==> config.mk <==
export PLATFORM = sky130hd
export DESIGN_NAME = mul_add_result_drain
export DESIGN_NICKNAME = d
export VERILOG_FILES = /design/src/rtl/mul_add_result_drain.sv
export SDC_FILE = /design/constraint.sdc
export NUM_CORES = 1
export LEC_CHECK = 0
export ABC_AREA = 0
export CAP_MARGIN = 25
export CORE_MARGIN = 2
export CORE_UTILIZATION = 55
export DETAILED_ROUTE_END_ITERATION = 12
export PLACE_DENSITY_LB_ADDON = 0.15
export RECOVER_POWER = 50
export SYNTH_ARGS = -nofsm -noshare
export SYNTH_HDL_FRONTEND = slang
export SYNTH_SLANG_ARGS = --single-unit
==> constraint.sdc <==
create_clock -name clk_data -period 3.15 [get_ports clk_data]
set_clock_uncertainty 0.05 [all_clocks]
set_input_delay 0.4725 -clock clk_data [delete_from_list [all_inputs] [get_ports clk_data]]
set_output_delay 0.4725 -clock clk_data [all_outputs]
set_load 0.005 [all_outputs]
Run 1, the metal 1 layer:
Scale bar: 50 um.
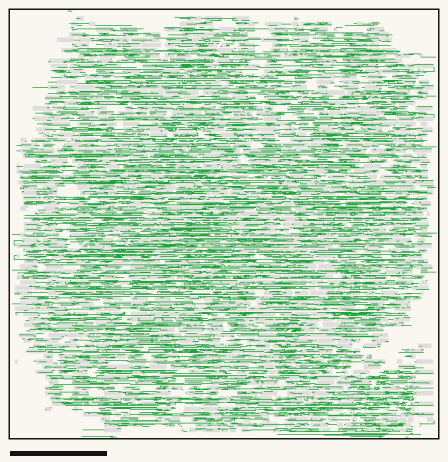
- share of all routed wire: 40%
- main direction: horizontal
- wire length on this layer: 30.8 mm
- nets with wire on the layer: 1747
post-detailed-routing wire length: 76800 um
total via count after detailed routing: 15.5k
met1 usage: 35.8%

Run 1, the metal 2 layer:
Scale bar: 50 um.
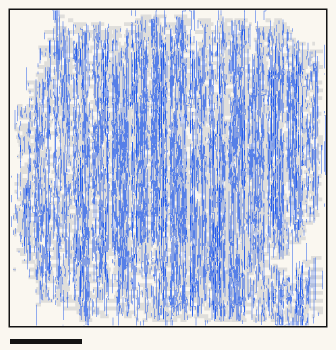
- share of all routed wire: 48%
- wire length on this layer: 36.9 mm
- nets with wire on the layer: 1740
met2 GRT Util: 44.1%

Run 1, the metal 3 layer:
Scale bar: 50 um.
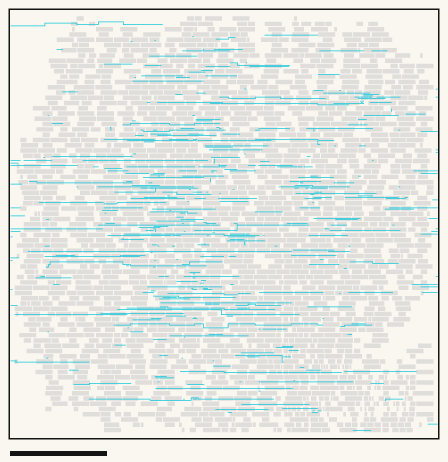
- nets with wire on the layer: 176
- main direction: horizontal
global routing usage on met3: 5.03%

==> impl_results.html, run 1 <==
<h3>Flow metrics</h3>
<table>
<tr><th>Metric</th><th>Value</th></tr>
<tr><th colspan="2">Cells and area</th></tr>
<tr><td>Flip-flop and latch share of the layout cell area</td><td>41.0%</td></tr>
<tr><td>Nonclk buf count</td><td>309</td></tr>
<tr><td>End-of-flow core utilization</td><td>73.4%</td></tr>
<tr><td>Register cell area after layout</td><td>14000 um2</td></tr>
<tr><td>Number of flip-flops and latches</td><td>558</td></tr>
<tr><th colspan="2">Worst hold path</th></tr>
<tr><td>Worst Hold Path Cells</td><td>3</td></tr>
<tr><th colspan="2">Clock network</th></tr>
<tr><td>TritonCTS clock tree</td><td>built</td></tr>
<tr><th colspan="2">Worst setup path</th></tr>
<tr><td>Worst setup SP type</td><td>flop</td></tr>
<tr><th colspan="2">Synthesis</th></tr>
<tr><td>Synth top cell by count</td><td>sky130_fd_sc_hd__dfrtp_1</td></tr>
<tr><td>Leading register cell type out of synthesis</td><td>sky130_fd_sc_hd__dfrtp_1</td></tr>
<tr><td>Simple-gate share of the synthesized area</td><td>less than 1%</td></tr>
<tr><td>Post-synth top cells</td><td>558 x sky130_fd_sc_hd__dfrtp_1, 506 x sky130_fd_sc_hd__mux2_2, 164 x sky130_fd_sc_hd__mux4_2, 58 x sky130_fd_sc_hd__clkbuf_1, 33 x sky130_fd_sc_hd__buf_6</td></tr>
<tr><td># Cells Yosys</td><td>around 1.5k</td></tr>
<tr><td>Sequential-to-total area share from yosys stat</td><td>between 50% and 60%</td></tr>
<tr><td>Post-Syn Area per Cell</td><td>about 17 um2</td></tr>
<tr><td>Dominant kind of combinational cell</td><td>multiplexers</td></tr>
<tr><th colspan="2">Place</th></tr>
<tr><td>Total of buffers placed on input and output ports</td><td>91</td></tr>
<tr><th colspan="2">Final timing</th></tr>
<tr><td>Worst-Margin Slew</td><td>2.55 ns</td></tr>
<tr><td>Total of endpoints with negative setup slack in the final report</td><td>approximately 550</td></tr>
<tr><td>PnR worst setup slack</td><td>-0.244 ns</td></tr>
<tr><td>Number of pins exceeding their max-slew limit in the final report</td><td>~82</td></tr>
<tr><th colspan="2">Pwr</th></tr>
<tr><td>Psw</td><td>12.4 mW</td></tr>
<tr><td>Logic power comb</td><td>19.6 mW</td></tr>
<tr><td>Fraction of power spent switching nets</td><td>31.5%</td></tr>
<tr><th colspan="2">Run status</th></tr>
<tr><td>Violations in the final reports</td><td>max-capacitance violations, max-slew violations, negative setup slack</td></tr>
<tr><td>Status</td><td>complete, but fails checks</td></tr>
<tr><th colspan="2">Flow run</th></tr>
<tr><td>Maximum capacitance violations</td><td>1</td></tr>
</table>
Run 1, routing congestion:
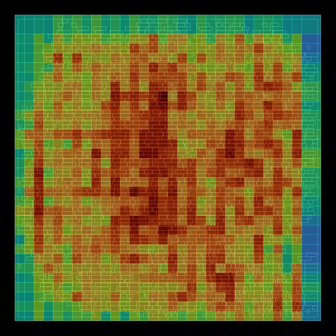

==> inputs of run 2 (changes only) <==
SETUP_SLACK_MARGIN = 0.5   (was unset)
Run 2, routing congestion:
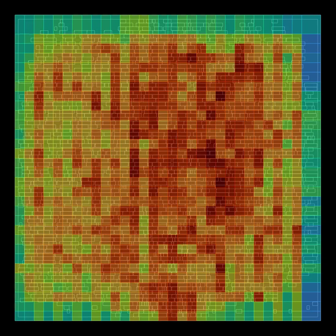
Total Routing Usage GR: 30.0%
Most Used Layer, Global Route: met2

Run 2, the metal 2 layer:
Scale bar: 50 um.
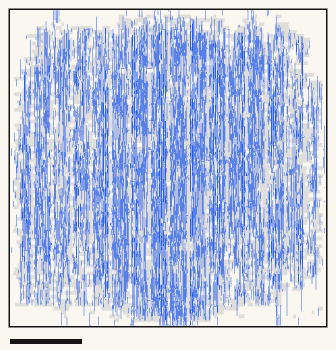
- wire length on this layer: 40.0 mm
- main direction: vertical
- nets with wire on the layer: 1806
total via count after detailed routing: 16.1k
met2 GRT Util: 47.7%
post-detailed-routing wire length: 83500 um

==> run 2 against run 1 <==
Compared with the run above: the run still ends with max-capacitance violations, max-slew violations, negative setup slack left; setup slack got worse by 0.12 ns; global-route usage grew 3.5 points; sequential share of layout area fell by 1.7 points; first-iteration DRC count rose by 14%; maximum frequency down 3.4%; via count increased by 3.5%; area after synthesis unchanged; die area unchanged; critical path depth is the same; register-to-register slack worse by 0.12 ns; sequential power hardly changed; count of clock-buffer cells in the layout up 2; critical path type unchanged.
==> impl_results.html, run 2 <==
<h3>Flow metrics</h3>
<table>
<tr><th>Metric</th><th>Value</th></tr>
<tr><th colspan="2">Clock network</th></tr>
<tr><td>Clock tree root buffer cell</td><td>sky130_fd_sc_hd__clkbuf_16</td></tr>
<tr><td>Post-CTS Setup Bufs</td><td>99</td></tr>
<tr><td>TritonCTS clock tree</td><td>built</td></tr>
<tr><th colspan="2">Worst hold path</th></tr>
<tr><td>Worst Hold Path Cells</td><td>1</td></tr>
<tr><th colspan="2">Synthesis</th></tr>
<tr><td>Synth top cell by count</td><td>sky130_fd_sc_hd__dfrtp_1</td></tr>
<tr><td>Sequential-to-total area share from yosys stat</td><td>roughly 54%</td></tr>
<tr><td>Leading register cell type out of synthesis</td><td>sky130_fd_sc_hd__dfrtp_1</td></tr>
<tr><td>Post-synth top cells</td><td>558 x sky130_fd_sc_hd__dfrtp_1, 506 x sky130_fd_sc_hd__mux2_2, 164 x sky130_fd_sc_hd__mux4_2, 58 x sky130_fd_sc_hd__clkbuf_1, 33 x sky130_fd_sc_hd__buf_6</td></tr>
<tr><td>Simple-gate share of the synthesized area</td><td>0.809%</td></tr>
<tr><td>Post-synthesis xor/xnor area fraction</td><td>less than 1%</td></tr>
<tr><td>Dominant kind of combinational cell</td><td>multiplexers</td></tr>
<tr><td># Cells Yosys</td><td>1529</td></tr>
<tr><th colspan="2">Cells and area</th></tr>
<tr><td>Number of flip-flops and latches</td><td>roughly 560</td></tr>
<tr><td>Nonclk buf count</td><td>364</td></tr>
<tr><td>Flip-flop and latch share of the layout cell area</td><td>39.3%</td></tr>
<tr><td>Cell kind with the greatest summed area</td><td>flip-flops and latches</td></tr>
<tr><th colspan="2">Flow run</th></tr>
<tr><td>Maximum capacitance violations</td><td>1</td></tr>
<tr><th colspan="2">Global route</th></tr>
<tr><td>Global routing usage on met3</td><td>4.92%</td></tr>
<tr><td>Met1 usage</td><td>around 42%</td></tr>
<tr><th colspan="2">Routing</th></tr>
<tr><td>Uppermost metal layer occupied by signal nets</td><td>met5</td></tr>
<tr><td>Via density</td><td>between 6 and 7</td></tr>
<tr><th colspan="2">Pwr</th></tr>
<tr><td>Maximum resistive drop on vdd</td><td>between 0.0009 and 0.001 V</td></tr>
<tr><td>Psw</td><td>13.6 mW</td></tr>
<tr><td>Power in the clock group</td><td>7.17 mW</td></tr>
<tr><td>Fraction of power spent switching nets</td><td>32.5%</td></tr>
<tr><th colspan="2">Final timing</th></tr>
<tr><td>Worst-Margin Slew</td><td>1.75 ns</td></tr>
<tr><td>PnR worst setup slack</td><td>-0.365 ns</td></tr>
<tr><td>Number of pins exceeding their max-slew limit in the final report</td><td>62</td></tr>
<tr><td>Total of endpoints with negative setup slack in the final report</td><td>566</td></tr>
<tr><th colspan="2">Run status</th></tr>
<tr><td>Status</td><td>complete, but fails checks</td></tr>
<tr><td>Violations in the final reports</td><td>max-capacitance violations, max-slew violations, negative setup slack</td></tr>
<tr><th colspan="2">Place</th></tr>
<tr><td>Total of buffers placed on input and output ports</td><td>91</td></tr>
<tr><th colspan="2">Worst setup path</th></tr>
<tr><td>Crit-path leading delay family</td><td>buffers and inverters</td></tr>
<tr><td>Critical path peak fanout</td><td>5</td></tr>
<tr><td>Worst setup SP type</td><td>flop</td></tr>
</table>
Power and IR drop assume default switching activity.
